==> src/rtl/mvu_serial_pkg.sv <==
// Shared types and helpers for the bit-serial datapath receivers.
// Holds the counter-width helper and the holding-register state enum.
package mvu_serial_pkg;

  function automatic int cnt_width(input int w);
    return (w < 2) ? 1 : $clog2(w);
  endfunction

  typedef enum logic {
    HOLD_EMPTY = 1'b0,
    HOLD_FULL  = 1'b1
  } hold_state_t;

endpackage

==> src/rtl/shiftreg_deser_hold.sv <==
// Single-entry valid/ready holding register with sticky overflow.
// A word offered while full and not draining is dropped.
module shiftreg_deser_hold
  import mvu_serial_pkg::*;
#(
  parameter int W = 8
) (
  input  logic         clk,
  input  logic         rst_n,
  input  logic         clr,
  input  logic         in_valid,
  input  logic [W-1:0] in_data,
  output logic [W-1:0] out_data,
  output logic         out_valid,
  input  logic         out_ready,
  output logic         overflow
);

  hold_state_t  state_q, state_d;
  logic [W-1:0] data_q, data_d;
  logic         ovf_q, ovf_d;
  logic         pop;

  always_comb begin
    state_d = state_q;
    data_d  = data_q;
    ovf_d   = ovf_q;
    pop     = (state_q == HOLD_FULL) && out_ready;
    if (clr) begin
      state_d = HOLD_EMPTY;
      data_d  = '0;
      ovf_d   = 1'b0;
    end else if (in_valid) begin
      if ((state_q == HOLD_EMPTY) || pop) begin
        state_d = HOLD_FULL;
        data_d  = in_data;
      end else begin
        ovf_d = 1'b1;
      end
    end else if (pop) begin
      state_d = HOLD_EMPTY;
    end
  end

  always_ff @(posedge clk or negedge rst_n) begin
    if (!rst_n) begin
      state_q <= HOLD_EMPTY;
      data_q  <= '0;
      ovf_q   <= 1'b0;
    end else begin
      state_q <= state_d;
      data_q  <= data_d;
      ovf_q   <= ovf_d;
    end
  end

  assign out_data  = data_q;
  assign out_valid = (state_q == HOLD_FULL);
  assign overflow  = ovf_q;

endmodule

==> src/rtl/shiftreg_deser.sv <==
// Bit-serial to parallel deserializer, MSB first by default.
// Define SHIFTREG_DESER_LSB_FIRST_EN for LSB-first assembly.
module shiftreg_deser
  import mvu_serial_pkg::*;
#(
  parameter  int W  = 8,
  localparam int CW = cnt_width(W)
) (
  input  logic          clk,
  input  logic          rst_n,
  input  logic          clr,
  input  logic          step,
  input  logic          in,
  input  logic          sync,
  output logic [W-1:0]  out_data,
  output logic          out_valid,
  input  logic          out_ready,
  output logic [CW-1:0] bit_cnt,
  output logic          overflow
);

  logic [W-1:0]  sr_q, sr_d;
  logic [CW-1:0] cnt_q, cnt_d;
  logic [W-1:0]  shifted;
  logic [W-1:0]  first;
  logic          cpl;

`ifdef SHIFTREG_DESER_LSB_FIRST_EN
  assign shifted = {in, sr_q[W-1:1]};
  assign first   = {in, {(W-1){1'b0}}};
`else
  assign shifted = {sr_q[W-2:0], in};
  assign first   = {{(W-1){1'b0}}, in};
`endif

  // sync restarts the word; it never completes one
  always_comb begin
    sr_d  = sr_q;
    cnt_d = cnt_q;
    cpl   = 1'b0;
    if (clr) begin
      sr_d  = '0;
      cnt_d = '0;
    end else if (step) begin
      if (sync) begin
        sr_d  = first;
        cnt_d = CW'(1);
      end else begin
        sr_d = shifted;
        if (cnt_q == CW'(W - 1)) begin
          cpl   = 1'b1;
          cnt_d = '0;
        end else begin
          cnt_d = cnt_q + CW'(1);
        end
      end
    end
  end

  always_ff @(posedge clk or negedge rst_n) begin
    if (!rst_n) begin
      sr_q  <= '0;
      cnt_q <= '0;
    end else begin
      sr_q  <= sr_d;
      cnt_q <= cnt_d;
    end
  end

  assign bit_cnt = cnt_q;

  shiftreg_deser_hold #(
    .W(W)
  ) u_hold (
    .clk      (clk),
    .rst_n    (rst_n),
    .clr      (clr),
    .in_valid (cpl),
    .in_data  (shifted),
    .out_data (out_data),
    .out_valid(out_valid),
    .out_ready(out_ready),
    .overflow (overflow)
  );

endmodule

==> config.mk <==
export PLATFORM = sky130hd
export DESIGN_NAME = shiftreg_deser
export DESIGN_NICKNAME = d
export VERILOG_FILES = /design/src/rtl/mvu_serial_pkg.sv /design/src/rtl/shiftreg_deser_hold.sv /design/src/rtl/shiftreg_deser.sv
export SDC_FILE = /design/constraint.sdc
export NUM_CORES = 1
export LEC_CHECK = 0
export ABC_CLOCK_PERIOD_IN_PS = 2800
export CAP_MARGIN = 20
export CORE_MARGIN = 2
export CORE_UTILIZATION = 32
export CTS_BUF_LIST = sky130_fd_sc_hd__clkbuf_2
export DETAILED_ROUTE_END_ITERATION = 16
export PLACE_DENSITY_LB_ADDON = 0.2
export RECOVER_POWER = 50
export SLEW_MARGIN = 20
export SYNTH_ARGS = -nofsm -noshare
export SYNTH_HDL_FRONTEND = slang
export SYNTH_HIERARCHICAL = 1
export SYNTH_SLANG_ARGS = --single-unit
==> constraint.sdc <==
create_clock -name clk -period 2.8 [get_ports clk]
set_input_delay 0.7 -clock clk [delete_from_list [all_inputs] [get_ports clk]]
set_output_delay 0.7 -clock clk [all_outputs]
set_load 0.005 [all_outputs]
==> run_1/gate_families.png <==
The bar under the picture is 20 µm long.
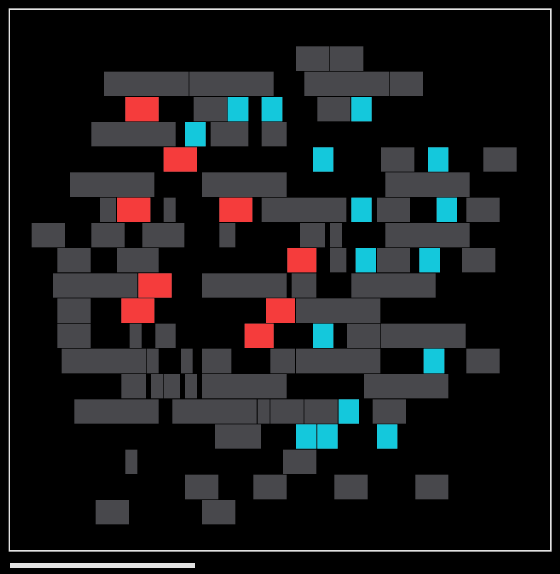
Red marks AND-OR and OR-AND gates, cells 9, most used a32o_1. Cyan marks NAND gates, cells 16, most used nand2b_1.

==> run_1/metal_stack.png <==
Only two layers are drawn.
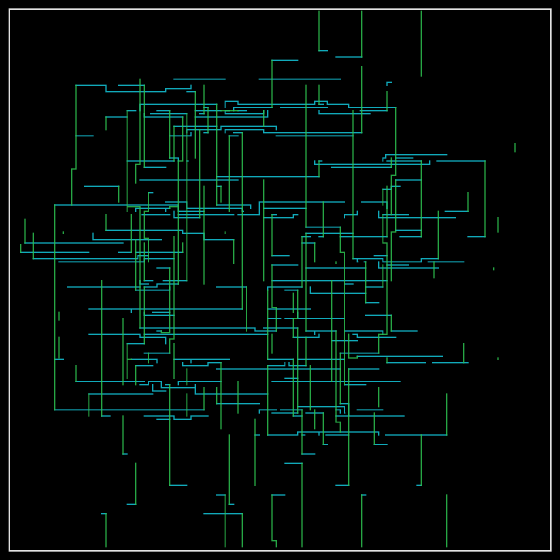
Green marks met2, wire length 736 µm. Cyan marks met1, wire length 845 µm.

==> run_1/pins.png <==
Pins as bars across the die edge, other pins in gray.
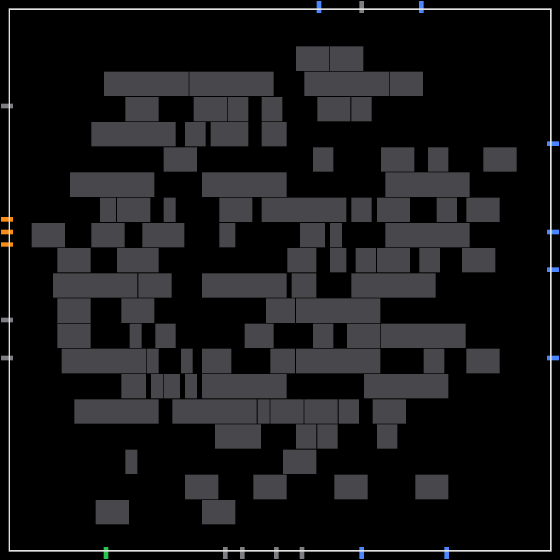
Green marks rst_n, pins 1, direction input, edge bottom. Orange marks bit_cnt, pins 3, direction output, edge left. Blue marks out_data, pins 8, direction output, edge 4 right, 2 bottom, 2 top.

==> run_1/registers.png <==
The bar under the picture is 20 µm long. Other sequential cells in the stronger gray, the rest of the logic in the fainter gray.
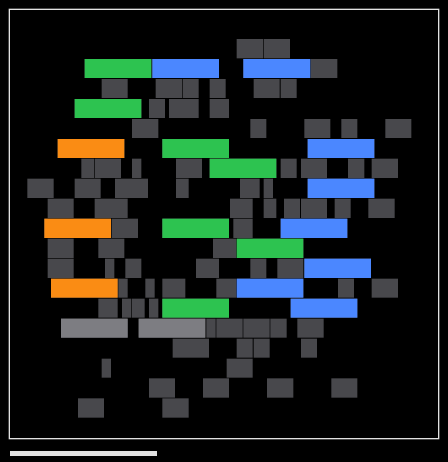
Orange marks bit_cnt, sequential cells 3. Blue marks u_hold/out_data, sequential cells 8. Green marks sr_q, sequential cells 7.

==> summary.txt, run 1 <==
Figures from the implementation reports.

- Setup repair after global routing left no endpoint under its margin.
- The global-route usage over all layers is a little over a tenth.
- The peak ir drop on the vdd network is roughly 0.00033 V.
- The clock root buffer master reads sky130_fd_sc_hd__clkbuf_2.
- Per the cell usage report, the commonest logic cell in the layout is sky130_fd_sc_hd__dfrtp_1.
- The worst setup path is of the in2reg kind.
- The area of the core is 2780 µm².
- The post-route clock skew is approximately 0.011 ns.
- Per the synth log, the flip-flop and latch total comes to 20.
- The clock insertion delay at the later pin of the skew report reads ~0.3 ns.
- Per the synthesis report, the simple-gate share of the synthesized area is 19.6%.
- The final cell area excluding filler cells is 1160 µm².
- The transition time at the pin with the least slew margin is roughly 1.1 ns.
- The slowest stage of the critical path belongs to the cell sky130_fd_sc_hd__dlygate4sd3_1.
- The area fraction in mux cells is 9.55%.
- The number of cells in the yosys synthesis report is approximately 76.
- The endpoint of the most critical setup path is u_hold/out_data[5]$_DFFE_PN0P_.
- The die area is between 3000 and 4000 µm².
- The count of filler cells inserted in the layout is around 280.
- The final cell count without fillers reads between 100 and 150.
- For this design the ratio of total power to cell area is 386 nW/µm².
- The mapped netlist covers 943 µm².
- Subtracting the final worst setup slack from the clock period gives roughly 2.3 ns.
- The count of nets after finishing reads 107.
- The endpoint type of the worst setup path is a register.
- The data required time of the worst path is just over 3 ns.
- The maximum clock frequency reads about 430 MHz.
- The number of buffers created by CTS is 3.
- The analysis attributes to cell leakage a power of between 0.0004 and 0.0005 µW.
- The terminating pin of the worst hold path reads u_hold/overflow$_DFFE_PN0P_.
- The floorplan net count is between 80 and 90.
- The number of placed I/O pins is 20.
- The final antenna-violating net count is 0.
- The depth of the critical timing path with buffers and inverters included is 5.
- The worst hold path stage count is 2.
- Per the synthesis report, the adder-cell share of the synthesized area is roughly 2.7%.
- The number of global-route vias before repair came to roughly 600.
- In the post-synthesis netlist, the cell with the most instances is sky130_fd_sc_hd__dfrtp_1.
- The classification of the worst-slack hold path reads reg2reg.
- The maximum buffer depth of the clock tree is 2.
- The cell type with the largest total area after synthesis is sky130_fd_sc_hd__dfrtp_1.
- Post-CTS repair ended up resizing 0 cells.
- The worst min-delay path startpoint is u_hold/overflow$_DFFE_PN0P_.
- The count of mapped cells out of synthesis is 76.
- The cell-mix breakdown from Yosys lists the compound-gate area share as a little over a tenth.
- Per the post-run analysis, buffers plus inverters along the critical path come to 1.
- The count of tool warnings reads 26.
- The mean post-synth cell area reads 12.4 µm².
- Entering global routing, the biggest net connects 25 pins.
- TritonRoute output was used to compute an average wire per cell of 13.0 µm.
- After synthesis, the cell types taking the most area are sky130_fd_sc_hd__dfrtp_1 53%, sky130_fd_sc_hd__nand2b_1 11%, sky130_fd_sc_hd__mux2i_1 9.5%, sky130_fd_sc_hd__a32o_1 5.3%, sky130_fd_sc_hd__buf_6 3.6%.
- The vertical die dimension reads a little under 60 µm.
- The number of antenna violations at the first check in global routing came to 0.
- The final RePlAce weighted congestion is 0.655.
- Cells fill roughly two fifths of the core in the end.
- Across all checked pins, the minimum headroom to the slew limit is between 20% and 30%.
- Before placement the cells fill roughly a third of the core.
- The number of enable flip-flop cells is 0.
- Per STA, the worst path is made up of dlygate4sd3_1 -> nor2_4 -> and3_1 -> nor2b_2 -> mux2i_1.
- In the Yosys stats the netlist draws on 17 distinct library cells.
- The largest stage delay on the critical path is around 0.6 ns.
- Broken down by cell family, the worst path's largest delay share belongs to simple AND/OR/NAND/NOR gates.
- Per the cell usage report, the commonest logic cells after layout are 20 x sky130_fd_sc_hd__dfrtp_1, 16 x sky130_fd_sc_hd__clkdlybuf4s50_1, 16 x sky130_fd_sc_hd__nand2b_1.
- The chip area line of the yosys report is roughly 940 µm².
- The post-detailed-placement half-perimeter wirelength is between 1 and 1.5 mm.
- The number of vias after detailed routing reads 618.
- The area overhead of the layout relative to synthesis is 23.2%.
- The number of diodes added for antenna fixing reads 0.
- The share of the synthesized area in the top cell type is a little over half.
- Counting every sink on the clock net gives 20.
- The number of remaining DRC errors reads 0.
- Summing all placed instances gives a cell area of 1150 µm².
- The clock transition at the registers of the reported paths reads 0.18 ns.
- The detailed router reported a total wirelength of between 1.5 and 2 mm.
- The worst path arrival time reads approximately 2.5 ns.
- Among the non-sequential cells, simple AND/OR/NAND/NOR gates take the most area.
- The flow ran to the end, and the final reports show no timing, DRC or antenna violations.
- The launch point of the worst register-to-register path is recorded as bit_cnt[0]$_DFFE_PN0P_.
- The setup TNS reads 0 ns.
- The number of cells on the worst reg-to-reg path is 5.
- The post-synthesis xor/xnor area fraction is 0%.
- The final worst-path cycle share is ~82%.
- For this run the aggregate overflow at the end of global routing stands at 0.
- The count of max-cap constraint violations is 0.
- The floorplan row count reads 19.
- Buffers inserted to repair hold after CTS numbered 0.
- According to the floorplan report, the die width is around 58 µm.
- The largest driver fanout on the critical path is 9.
- The post-CTS setup buffer count reads 0.
- The number of instances in the placed design is 124.
- The fraction of layout instances using a drive strength above 1 is about a tenth.
- For this run, the detailed router's first-pass iteration total came to 4.
- The dominant synthesized flop cell is sky130_fd_sc_hd__dfrtp_1.
- The hold violation count in the final report reads 0.
- The detailed router's first-iteration violation count reads 3.
- The start point of the critical path is clr.
- The endpoint identified for the worst register-to-register timing path is u_hold/out_data[5]$_DFFE_PN0P_.
- Per the CTS log, the maximum H-tree level is 1.
- The portion of the post-synthesis area used by sequential elements is around 53%.
- The number of port buffers is 19.
- The number of vias per cell after detailed routing reads approximately 4.8.
- Yosys reports that the most numerous cell types are 20 x sky130_fd_sc_hd__dfrtp_1, 16 x sky130_fd_sc_hd__nand2b_1, 9 x sky130_fd_sc_hd__mux2i_1, 6 x sky130_fd_sc_hd__nor2_1, 5 x sky130_fd_sc_hd__a32o_1.
- The nature of the critical path startpoint is an input pin.
- The count of yosys warnings during synthesis is 6.
- The global-route wire length before repair reads around 2.8 mm.
- The proportion of synthesized flip-flops having asynchronous set or reset is 100%.
- The last timing report of the flow puts the setup violation total at 0.
- The final max-slew violation count recorded for this run is 0.
- The register-to-register path setup slack is 0.99 ns.
- TritonCTS built the clock tree.
-- run 1: worst register-to-register path, stage by stage (launching register included) --
cell and delay, ns:
sky130_fd_sc_hd__dfrtp_1 0.45, sky130_fd_sc_hd__ha_1 0.17, sky130_fd_sc_hd__ha_1 0.16, sky130_fd_sc_hd__and3_1 0.18, sky130_fd_sc_hd__nor2b_2 0.51, sky130_fd_sc_hd__mux2i_1 0.27
-- run 1: flip-flops by register name, summed over array words and instances (netlist names) --
| signal | count |
|---|---|
| u_hold/out_valid | 1 |
| u_hold/overflow | 1 |
| bit_cnt | 3 |
| sr_q | 7 |
| u_hold/out_data | 8 |
-- run 1: power by group --
| group | switching, µW | total (µW) | leakage, µW | internal [µW] |
|---|---|---|---|---|
| combinational | 21.7 | 40.6 | 0.000198 | 18.9 |
| sequential | 2.83 | 295 | 0.000277 | 292 |
| clock | 82.5 | 114 | 0.0000140 | 31.1 |
| total | 107 | 449 | 0.000489 | 342 |
-- run 1: per-stage QoR --
stage | power [µW] | hold WS, ns | worst slack [ns]
5_1_grt | 478 | 0.563 | 0.391
2_1_floorplan | 320 | 0.404 | 1.09
3_3_place_gp | 343 | 0.497 | 0.308
6_report | 449 | 0.542 | 0.494
4_1_cts | 462 | 0.553 | 0.614
3_5_place_dp | 344 | 0.511 | 0.292
-- run 1: final cells by class --
type	instances	area, µm²	area share, %
clock inverters	1	3.75	0.323
multi-input cells	51	399	34.3
repair buffers	22	205	17.7
well taps	31	38.8	3.34
flip-flops and latches	20	500	43.1
clock buffers	3	15.0	1.29
-- run 1: per-layer routing --
layer,track usage (%),routed length (µm),up-vias
li1,-,-,309
met1,14.3,844,293
met2,16.9,736,14
met3,4.62,74,2
met4,2.99,13,0
met5,0,0,-
==> run_1/final_clocks.png <==
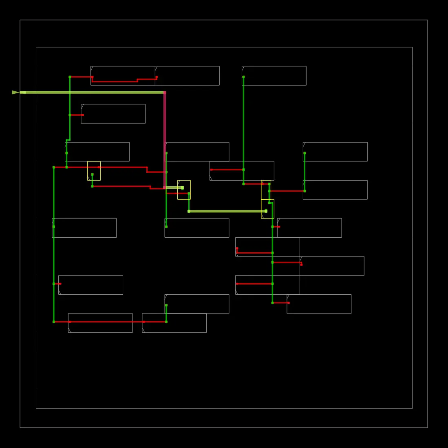

## Run 2: what changed since run 1
--- a/config.mk
+++ b/config.mk
@@ -5,7 +5,7 @@
 export SDC_FILE = /design/constraint.sdc
 export NUM_CORES = 1
 export LEC_CHECK = 0
-export ABC_CLOCK_PERIOD_IN_PS = 2800
+export ABC_CLOCK_PERIOD_IN_PS = 2090
 export CAP_MARGIN = 20
 export CORE_MARGIN = 2
 export CORE_UTILIZATION = 32
==> constraint.sdc (replaced) <==
create_clock -name clk -period 2.09 [get_ports clk]
set_input_delay 0.5225 -clock clk [delete_from_list [all_inputs] [get_ports clk]]
set_output_delay 0.5225 -clock clk [all_outputs]
set_load 0.005 [all_outputs]
==> run_2/final_clocks.png <==
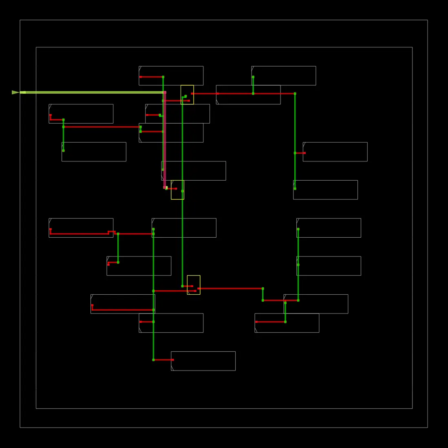
TritonCTS buffer count: 3
power dissipated in the clock network: 149 µW
worst setup skew after layout: 0.0115 ns
flop count: 20
final-layout clock buffer total: 3

==> run_2/registers.png <==
The bar under the picture is 20 µm long. Other sequential cells in the stronger gray, the rest of the logic in the fainter gray.
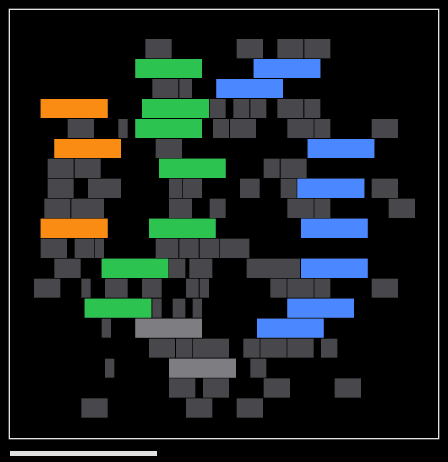
fin util: 42.6%
Sequential Power: 395 µW

==> summary.txt, run 2 <==
Figures from the implementation reports.

- Run status: finished clean (unchanged).
- The detailed router's first-iteration violation count is 12 (was 3).
- The number of distinct library cell variants in the gate-level netlist after synthesis came to 17 (unchanged).
- The clock insertion delay at the later pin of the skew report came to 0.30 ns (about the same).
- The count of yosys warnings during synthesis is 6 (unchanged).
- The floorplan row count is 19 (unchanged).
- The final antenna-violating net count is 0 (unchanged).
- The minimum setup slack in the final design was 0.298 ns (was 0.494 ns).
- RSZ-0062 raised after global routing: no (unchanged).
- The vertical die dimension was 58.3 µm (unchanged).
- The peak ir drop on the vdd network reads 0.000249 V (was 0.000331 V).
- The final worst-path cycle share reads ~86%.
- The global-route wire length before repair is 2.90 mm (was 2.75 mm).
- The post-CTS setup buffer count is 0 (unchanged).
- The nature of the critical path startpoint was an input pin (unchanged).
- The number of placed I/O pins reads 20 (unchanged).
- The total internal power reads 458 µW (was 342 µW).
- The total iterations of the first detailed-routing run reads 4 (unchanged).
- The largest net degree at the start of global routing was 25 (unchanged).
- The number of failing setup endpoints in the final timing report came to 0 (unchanged).
- The count of nets after finishing is 109 (was 107).
- The leakage component of the power was 0.000500 µW (was 0.000489 µW).
- The final cell count without fillers is 129 (was 128).
- The setup TNS is 0 ns (unchanged).
- The number of instances in the placed design reads 126 (was 124).
- The dominant synthesized flop cell reads sky130_fd_sc_hd__dfrtp_1 (unchanged).
- The global-route usage over all layers reads 11.1% (was 11.0%).
- The number of enable flip-flop cells is 0 (unchanged).
- The final RePlAce weighted congestion came to 0.664 (was 0.655).
- The mean post-synth cell area is 12.4 µm² (unchanged).
- The clock network fraction of total power reads 24.7% (was 25.3%).
- The horizontal die dimension is 58.3 µm (unchanged).
- The endpoint type of the worst setup path is a register (unchanged).
- The switching part of the total is 23.8% (about the same).
- The register-to-register path setup slack is 0.53 ns (was 0.99 ns).
- Ordered cell list for the critical path: clkdlybuf4s50_1 -> clkbuf_1 -> nor2_1 -> a32o_1 (was dlygate4sd3_1 -> nor2_4 -> and3_1 -> nor2b_2 -> mux2i_1).
- The fraction of power consumed by sequential logic came to 65.7% (about the same).
- The number of sinks on the clock net reads 20 (unchanged).
- The length of routed met3 wiring reads 57 µm (was 74 µm).
- The clock transition at the registers of the reported paths was 0.17 ns (was 0.18 ns).
- The library cell contributing the largest single delay on the critical path is sky130_fd_sc_hd__clkbuf_1 (was sky130_fd_sc_hd__dlygate4sd3_1).
- The data required time of the worst path reads 2.29 ns (was 3.03 ns).
- The hold violation count in the final report is 0 (unchanged).
- The proportion of power drawn by combinational gates is 9.6% (was 9.0%).
- The routed wire length per instance is 12.8 µm (was 13.0 µm).
- The transition time at the pin with the least slew margin reads 1.06 ns (was 1.05 ns).
- The number of antenna violations at the first check in global routing is 0 (unchanged).
- The number of synthesized register bits is 20 (unchanged).
- The number of flip-flops in the largest register reads 8 (unchanged).
- The wire length on met2 reads 753 µm (was 736 µm).
- The final cell area excluding filler cells was 1190 µm² (was 1160 µm²).
- The number of vias per cell after detailed routing reads 4.95 (was 4.83).
- The overall routed net length reads 1.65 mm (was 1.67 mm).
- The share of the core filled by cells before placement is 33.9% (unchanged).
- The maximum clock frequency reads ~560 MHz.
- The highest signal layer in the routed design is met4 (unchanged).
- The classification of the worst-slack hold path reads reg2reg (unchanged).
- The met2 track demand over resource is 17.0% (was 16.9%).
- The power per cell area is 506 nW/µm² (was 386 nW/µm²).
- The sum of overflow across all layers after global routing came to 0 (unchanged).
- The met1 track demand over resource is 15.0% (was 14.3%).
- The portion of the post-synthesis area used by sequential elements is 53.1% (unchanged).
- The clock tree from TritonCTS is done (unchanged).
- Post-synth area hogs: sky130_fd_sc_hd__dfrtp_1 53%, sky130_fd_sc_hd__nand2b_1 11%, sky130_fd_sc_hd__mux2i_1 9.5%, sky130_fd_sc_hd__a32o_1 5.3%, sky130_fd_sc_hd__buf_6 3.6% (unchanged).
- The top contributor to total power is sequential cells (unchanged).
- The total of hold buffers inserted after clock tree synthesis is 0 (unchanged).
- The power of the combinational group is 57.6 µW (was 40.6 µW).
- The post-detailed-placement half-perimeter wirelength is 1.18 mm (was 1.15 mm).
- The number of cells in the yosys synthesis report reads 76 (unchanged).
- Leading cell types in the layout, fill and taps excluded: 20 x sky130_fd_sc_hd__dfrtp_1, 18 x sky130_fd_sc_hd__clkdlybuf4s50_1, 16 x sky130_fd_sc_hd__nand2b_1 (was 20 x sky130_fd_sc_hd__dfrtp_1, 16 x sky130_fd_sc_hd__clkdlybuf4s50_1, 16 x sky130_fd_sc_hd__nand2b_1).
- The area of the core reads 2780 µm² (unchanged).
- Post-synth top cells: 20 x sky130_fd_sc_hd__dfrtp_1, 16 x sky130_fd_sc_hd__nand2b_1, 9 x sky130_fd_sc_hd__mux2i_1, 6 x sky130_fd_sc_hd__nor2_1, 5 x sky130_fd_sc_hd__a32o_1 (unchanged).
- The relative slew slack was 29.4% (was 29.7%).
- The count of max-cap constraint violations is 0 (unchanged).
- The proportion of synthesized flip-flops having asynchronous set or reset came to 100% (unchanged).
- The number of vias after detailed routing was 639 (was 618).
- The maximum buffer depth of the clock tree came to 2 (unchanged).
- The floorplan net count is 85 (unchanged).
- The commonest non-fill, non-tap cell in the layout is sky130_fd_sc_hd__dfrtp_1 (unchanged).
- The largest stage delay on the critical path reads 0.52 ns (was 0.60 ns).
- The die area is 3400 µm² (unchanged).
- The worst hold slack after final layout reads 0.529 ns (was 0.542 ns).
- The class of the most critical setup path reads in2reg (unchanged).
- The cell type with the largest total area after synthesis is sky130_fd_sc_hd__dfrtp_1 (unchanged).
- The detailed-routing wirelength on met1 is 825 µm (was 844 µm).
- The share of the synthesized area in the top cell type reads 53.1% (unchanged).
- The combined area of all synthesized cells is 943 µm² (unchanged).
- The largest driver fanout on the critical path is 15 (was 9).
- The net switching component of the power is 143 µW (was 107 µW).
- The routing usage on met3 reads 1.98% (was 4.62%).
- The clock root buffer master is sky130_fd_sc_hd__clkbuf_2 (unchanged).
- The chip area line of the yosys report reads 943 µm² (unchanged).
- The most used standard cell by instance count after synthesis was sky130_fd_sc_hd__dfrtp_1 (unchanged).
- The minimum clock period after layout is 1.79 ns.
- The count of tool warnings is 26 (unchanged).
- The worst path arrival time came to 2.00 ns (was 2.54 ns).
- The number of global-route vias before repair reads 650 (was 602).
- The number of diodes added for antenna fixing is 0 (unchanged).
- The count of mapped cells out of synthesis reads 76 (unchanged).
- The number of port buffers reads 19 (unchanged).
- The H-tree depth is 1 (unchanged).
- The post-cts resize count reads 0 (unchanged).
- The fraction of layout instances using a drive strength above 1 is 12.2% (was 10.3%).
- The final tally of max-slew violations reads 0 (unchanged).
- The cell area reported after detailed placement is 1180 µm² (was 1150 µm²).
- The area overhead of the layout relative to synthesis is 25.7% (was 23.2%).
- The number of remaining DRC errors is 0 (unchanged).
- The total power after layout was 601 µW (was 449 µW).
- The peak-usage layer in the global routing report is met2 (unchanged).
- The post-placement worst setup slack is 0.145 ns (was 0.292 ns).
[run 2: cell count changes in the layout (fill, tap and decap cells not counted)]
cell                              previous run  this run
sky130_fd_sc_hd__buf_12                      0         1
sky130_fd_sc_hd__buf_4                       1         2
sky130_fd_sc_hd__clkdlybuf4s50_1            16        18
sky130_fd_sc_hd__dlygate4sd3_1               3         1
sky130_fd_sc_hd__clkinv_1                    1         0
[run 2: kinds of logic (layout without fill, tap and decap cells)]
logic type | after synthesis | after routing | synth area share (%)
adders and majority gates | 2 | 2 | 2.65
and+or+nand+nor | 29 | 29 | 19.6
buffers and inverters | 5 | 27 | 4.64
DFF | 20 | 20 | 53.1
AOI/OAI and AO/OA | 11 | 11 | 10.5
muxes | 9 | 9 | 9.55
[run 2: critical path: cells and delay by family]
family | cells | cell delay, ns
compound gates | 1 | 0.25
simple gates | 1 | 0.22
buf+inv | 2 | 1.00
[run 2: layout make-up]
type | instances | area (µm²)
Timing Repair Buffer | 24 | 233
Clock buffer | 3 | 15.0
Fill cell | 266 | 1600
Sequential cell | 20 | 500
Multi-Input combinational cell | 51 | 399
Tap cell | 31 | 38.8
[run 2: path summary, 6_finish.rpt]
path                                        startpoint                             end  depth (start not counted)
min in group asynchronous                        rst_n             sr_q[0]$_DFFE_PN0P_                          2
worst min register to register     sr_q[6]$_DFFE_PN0P_             sr_q[6]$_DFFE_PN0P_                          1
max in group asynchronous                        rst_n  u_hold/out_data[4]$_DFFE_PN0P_                          2
worst min-delay path               sr_q[6]$_DFFE_PN0P_             sr_q[6]$_DFFE_PN0P_                          1
worst max register to register  bit_cnt[0]$_DFFE_PN0P_  u_hold/out_data[5]$_DFFE_PN0P_                          6
worst max-delay path                              step          bit_cnt[1]$_DFFE_PN0P_                          4
Power figures rest on the tool's default switching activity, not on a simulated workload.
